`config.mk`:
```
export PLATFORM = sky130hd
export DESIGN_NAME = hazard_stall_ctrl
export DESIGN_NICKNAME = d
export VERILOG_FILES = /design/src/rtl/hazard_pkg.sv /design/src/rtl/hazard_src_match.sv /design/src/rtl/hazard_stall_ctrl.sv
export SDC_FILE = /design/constraint.sdc
export NUM_CORES = 1
export LEC_CHECK = 0
export CAP_MARGIN = 20
export CORE_ASPECT_RATIO = 0.6
export CORE_MARGIN = 2
export CORE_UTILIZATION = 38
export CTS_CLUSTER_DIAMETER = 40
export CTS_CLUSTER_SIZE = 14
export DETAILED_ROUTE_END_ITERATION = 10
export GPL_TIMING_DRIVEN = 0
export HOLD_SLACK_MARGIN = 0.06
export MAX_ROUTING_LAYER = met4
export PLACE_DENSITY = 0.7
export SETUP_SLACK_MARGIN = 0.5
export SLEW_MARGIN = 0
export SYNTH_ARGS = -nofsm -noshare
export SYNTH_HDL_FRONTEND = slang
export SYNTH_SLANG_ARGS = --single-unit
```
`constraint.sdc`:
```
create_clock -name clk_i -period 2 [get_ports clk_i]
set_input_delay 0.3 -clock clk_i [delete_from_list [all_inputs] [get_ports clk_i]]
set_output_delay 0.3 -clock clk_i [all_outputs]
set_load 0.05 [all_outputs]
```
`src/rtl/hazard_pkg.sv`:
```
// rtl/hazard_pkg.sv - shared types and constants for the hazard/stall controller
package hazard_pkg;

   typedef enum logic [1:0] {
      RUN    = 2'd0,
      LSTALL = 2'd1,
      FREEZE = 2'd2
   } state_e;

   localparam int AW_DEF    = 5;
   localparam int CNT_W_DEF = 16;

   // Width of the remaining-bubble counter; it must hold LOAD_LAT-1
   function automatic int rem_width(input int load_lat);
      int w;
      w = $clog2(load_lat);
      return (w < 1) ? 1 : w;
   endfunction

endpackage

```
`src/rtl/hazard_src_match.sv`:
```
// rtl/hazard_src_match.sv - compares the load destination against every live IF/ID source
module hazard_src_match #(
   parameter int AW      = 5,
   parameter int NUM_SRC = 2
) (
   input  logic [AW-1:0]         rt_i,
   input  logic [NUM_SRC*AW-1:0] src_i,
   input  logic [NUM_SRC-1:0]    src_valid_i,
   output logic                  match_o
);

   // Any valid source equal to the load target is a hit; register 0 never is
   always_comb begin
      match_o = 1'b0;
      for (int k = 0; k < NUM_SRC; k++) begin
         if (src_valid_i[k] && (src_i[k*AW +: AW] == rt_i)) begin
            match_o = 1'b1;
         end
      end
      if (rt_i == '0) begin
         match_o = 1'b0;
      end
   end

endmodule

```
`src/rtl/hazard_stall_ctrl.sv`:
```
// rtl/hazard_stall_ctrl.sv - ID-stage load-use stall, freeze and branch-flush controller
module hazard_stall_ctrl
   import hazard_pkg::*;
#(
   parameter int AW       = AW_DEF,
   parameter int NUM_SRC  = 2,
   parameter int LOAD_LAT = 1,
   parameter int CNT_W    = CNT_W_DEF
) (
   input  logic                  clk_i,
   input  logic                  rst_i,
   input  logic                  idex_memread_i,
   input  logic [AW-1:0]         idex_rt_i,
   input  logic [NUM_SRC*AW-1:0] ifid_src_i,
   input  logic [NUM_SRC-1:0]    ifid_src_valid_i,
   input  logic                  branch_taken_i,
   input  logic                  mem_stall_i,
   output logic                  pc_write_o,
   output logic                  ifid_write_o,
   output logic                  bubble_o,
   output logic                  ifid_flush_o,
   output logic [CNT_W-1:0]      stall_cnt_o
);

   localparam int            RW       = rem_width(LOAD_LAT);
   localparam logic [RW-1:0] REM_LOAD = RW'(LOAD_LAT - 1);
   localparam logic [RW-1:0] REM_ONE  = RW'(1);

   state_e           state_q, state_d, cur_state;
   logic [RW-1:0]    rem_q, rem_d;
   logic [CNT_W-1:0] cnt_q, cnt_d;
   logic             src_hit;
   logic             hz;

   hazard_src_match #(
      .AW      (AW),
      .NUM_SRC (NUM_SRC)
   ) u_src_match (
      .rt_i        (idex_rt_i),
      .src_i       (ifid_src_i),
      .src_valid_i (ifid_src_valid_i),
      .match_o     (src_hit)
   );

   assign hz          = idex_memread_i && src_hit;
   assign stall_cnt_o = cnt_q;

   // Next state, bubble countdown and pipeline control; a frozen cycle resumes whatever rem implies
   always_comb begin
      state_d      = state_q;
      rem_d        = rem_q;
      pc_write_o   = 1'b1;
      ifid_write_o = 1'b1;
      bubble_o     = 1'b0;
      ifid_flush_o = 1'b0;
      cur_state    = state_q;
      if (state_q == FREEZE) begin
         cur_state = (rem_q != '0) ? LSTALL : RUN;
      end

      if (rst_i) begin
         state_d = RUN;
         rem_d   = '0;
      end else if (mem_stall_i) begin
         pc_write_o   = 1'b0;
         ifid_write_o = 1'b0;
         state_d      = FREEZE;
      end else if (cur_state == LSTALL) begin
         pc_write_o   = 1'b0;
         ifid_write_o = 1'b0;
         bubble_o     = 1'b1;
         rem_d        = rem_q - REM_ONE;
         state_d      = (rem_q == REM_ONE) ? RUN : LSTALL;
      end else if (hz) begin
         pc_write_o   = 1'b0;
         ifid_write_o = 1'b0;
         bubble_o     = 1'b1;
         if (LOAD_LAT > 1) begin
            rem_d   = REM_LOAD;
            state_d = LSTALL;
         end else begin
            state_d = RUN;
         end
      end else begin
         state_d      = RUN;
         ifid_flush_o = branch_taken_i;
      end
   end

   // Saturating count of bubble cycles
   always_comb begin
      cnt_d = cnt_q;
      if (bubble_o && (cnt_q != {CNT_W{1'b1}})) begin
         cnt_d = cnt_q + 1'b1;
      end
   end

   // State registers with synchronous reset
   always_ff @(posedge clk_i) begin
      if (rst_i) begin
         state_q <= RUN;
         rem_q   <= '0;
         cnt_q   <= '0;
      end else begin
         state_q <= state_d;
         rem_q   <= rem_d;
         cnt_q   <= cnt_d;
      end
   end

endmodule

```
**Pin map**

Pins as bars across the die edge, other pins in gray.
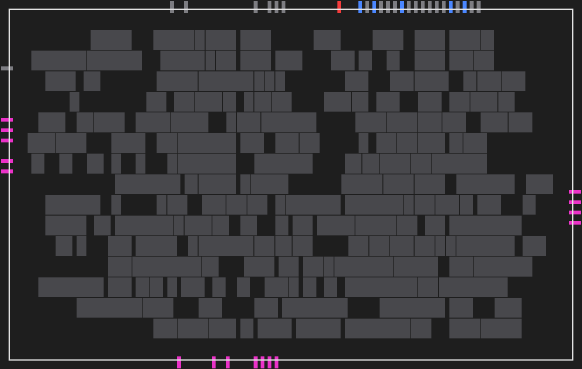
Key: `stall_cnt_o` = magenta [pins 16, direction output, edge 7 south, 5 west, 4 east]; `rst_i` = red [pins 1, direction input, edge north]; `idex_rt_i` = blue [pins 5, direction input, edge north]
Die Span X: 74.2 um
PortBufs: 41
die height: 46.1 um

**Clock wiring as the flow saved it**

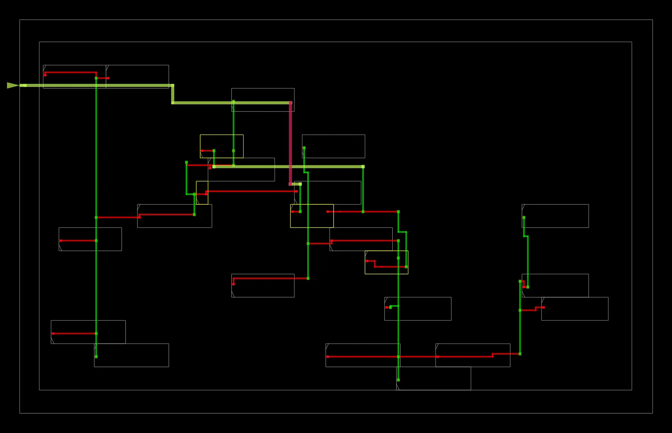
Flops: 19
Clock net power: 0.274 mW
Clock Skew: 3.07 ps
Clock Sinks: 19

**Cells colored by class**

Scale bar: 20 um.
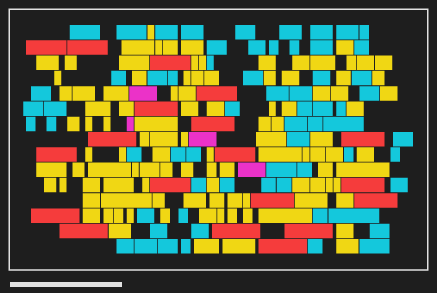
Key: other buffers and delay cells = cyan [cells 64]; flops = red [cells 19]; clock drivers and dummy loads = magenta [cells 4]; all other logic = yellow [cells 106]
Placeable Area: 2830 sq um
Final Util: 0.709

==> flow_summary.json <==
{
  "placementRows": 15,
  "most_common_cell": "dfxtp_1",
  "yosysWarnings": 0,
  "drt_drc_violations_left": 0,
  "final_net_count": 217,
  "worst_pin_slew_ps": 591,
  "cp_slowest_stage_delay_ps": 470,
  "maxPowerGroup": "registers",
  "r2r-end": "stall_cnt_o[9]",
  "ir_worst_vdd_mv": 0.227,
  "xor_share": 0.0857,
  "sh_comb_area": 0.443,
  "cp-endpoint": "pc_write_o",
  "crit_path_frequent_cell": "buf_8",
  "top_area_cell": "dfxtp_1",
  "ys_area_sq_um": 1120,
  "drt_wl_total_um": 4000,
  "place.detailed.hpwl_um": 2630,
  "simple_gate_area_frac": 0.284,
  "clock_latency_ps": 260,
  "grt_pass1_vias": 1199,
  "sh_seq_area": 0.204,
  "ys_ff": 19,
  "r2r_start": "rem_q",
  "buffers": 64,
  "fin_ws_ps": -180,
  "syn_area_sq_um": 1120,
  "critPathLaunch": "mem_stall_i",
  "clockNetworkAreaShare": 0.0224,
  "warnings": 29,
  "multiInputCombCellCount": 101,
  "fp_nets": 157,
  "ys_top_cells_by_count": "dfxtp_1 (19), nor2_1 (10), nor4_1 (9)",
  "vias": 1297,
  "finalPower_mw": 0.800,
  "violations": "negative setup slack",
  "grt_util_met2": 0.386,
  "ys_cells": 134,
  "flop_area_sq_um": 410,
  "cts_hold_repair.buffers": 0,
  "critical_path_arrival_ps": 1880,
  "critPathCaptureType": "output pin",
  "io_pins": 42,
  "top_layer": "met4",
  "finalHoldViolations": 0,
  "ys_sh_adder": 0.0111,
  "area_leaders": "dfxtp_1 (34%), xor2_1 (6.2%), mux2_2 (6.0%)",
  "rsz0062_at_grt": "yes",
  "hold_slack_ps": 501,
  "fin_crit_sh": 1.09,
  "drt_iter0_drc": 69,
  "cts_made_buffers": 3,
  "relSlewSlack": 0.606,
  "synth-edff-count": 0,
  "num-nonclk-inverters": 5,
  "switching_share": 0.263,
  "layout_top_cell": "buf_4",
  "crit_chain": "clkdlybuf4s50_1, clkbuf_1, inv_1, a21o_4, buf_8, buf_8",
  "m1WireLength_um": 1730,
  "reg2reg_depth": 9,
  "worst-path-stages": 6,
  "worst_path_max_delay_cell": "clkdlybuf4s50_1",
  "p_seq_mw": 0.372,
  "cts_max_level": 1,
  "outcome": "finished with violations",
  "drtPass1Iterations": 4,
  "design_area_sq_um": 2010,
  "diodes": 0,
  "final.setup.tns_ps": -415,
  "largest_register_ffs": 16,
  "pre_cts_ws_ps": -1290,
  "postCtsSetupBuffers": 11,
  "cp_max_fo": 10,
  "clk_pin_slew_ps": 70,
  "min_from": "rem_q",
  "final_cell_count_no_fill": 235,
  "drive_gt1_frac": 0.477,
  "gp_congestion": 0.817,
  "holdCritPathClass": "flop to flop",
  "setup_viol": 4,
  "pg_comb_mw": 0.155,
  "clkbuf_count": 4,
  "ant_nets": 0,
  "powerDensity_nw_per_um2": 398,
  "clk_path_buf_depth": 2,
  "ys.flop_type": "dfxtp_1",
  "netlist.area_leader.share": 0.339,
  "path_class": "input pin to output pin",
  "holdPathStages": 1,
  "dominant_cells": "logic gates",
  "synthTopLogicFamily": "simple AND/OR/NAND/NOR gates",
  "antenna_found_initial": 0,
  "busiest_layer": "met2",
  "ys_seq_frac": 0.339,
  "wire_per_inst_um": 17.0,
  "p_comb_frac": 0.193,
  "startpoint_type": "input pin",
  "dpl_cell_area_sq_um": 1730,
  "num_tap_cells": 42,
  "grt_max_degree": 11,
  "met2WireLength_um": 1900,
  "grt_pass1_wl_um": 6130,
  "die_area_sq_um": 3420,
  "fillers": 200,
  "min_period_ps": 2180,
  "ys_sh_aoi": 0.161,
  "core_util_floorplan": 0.396,
  "syn_inst": 134,
  "buf_share": 0.295,
  "grt-ovfl-total": 0
}
Power and IR drop assume default switching activity.
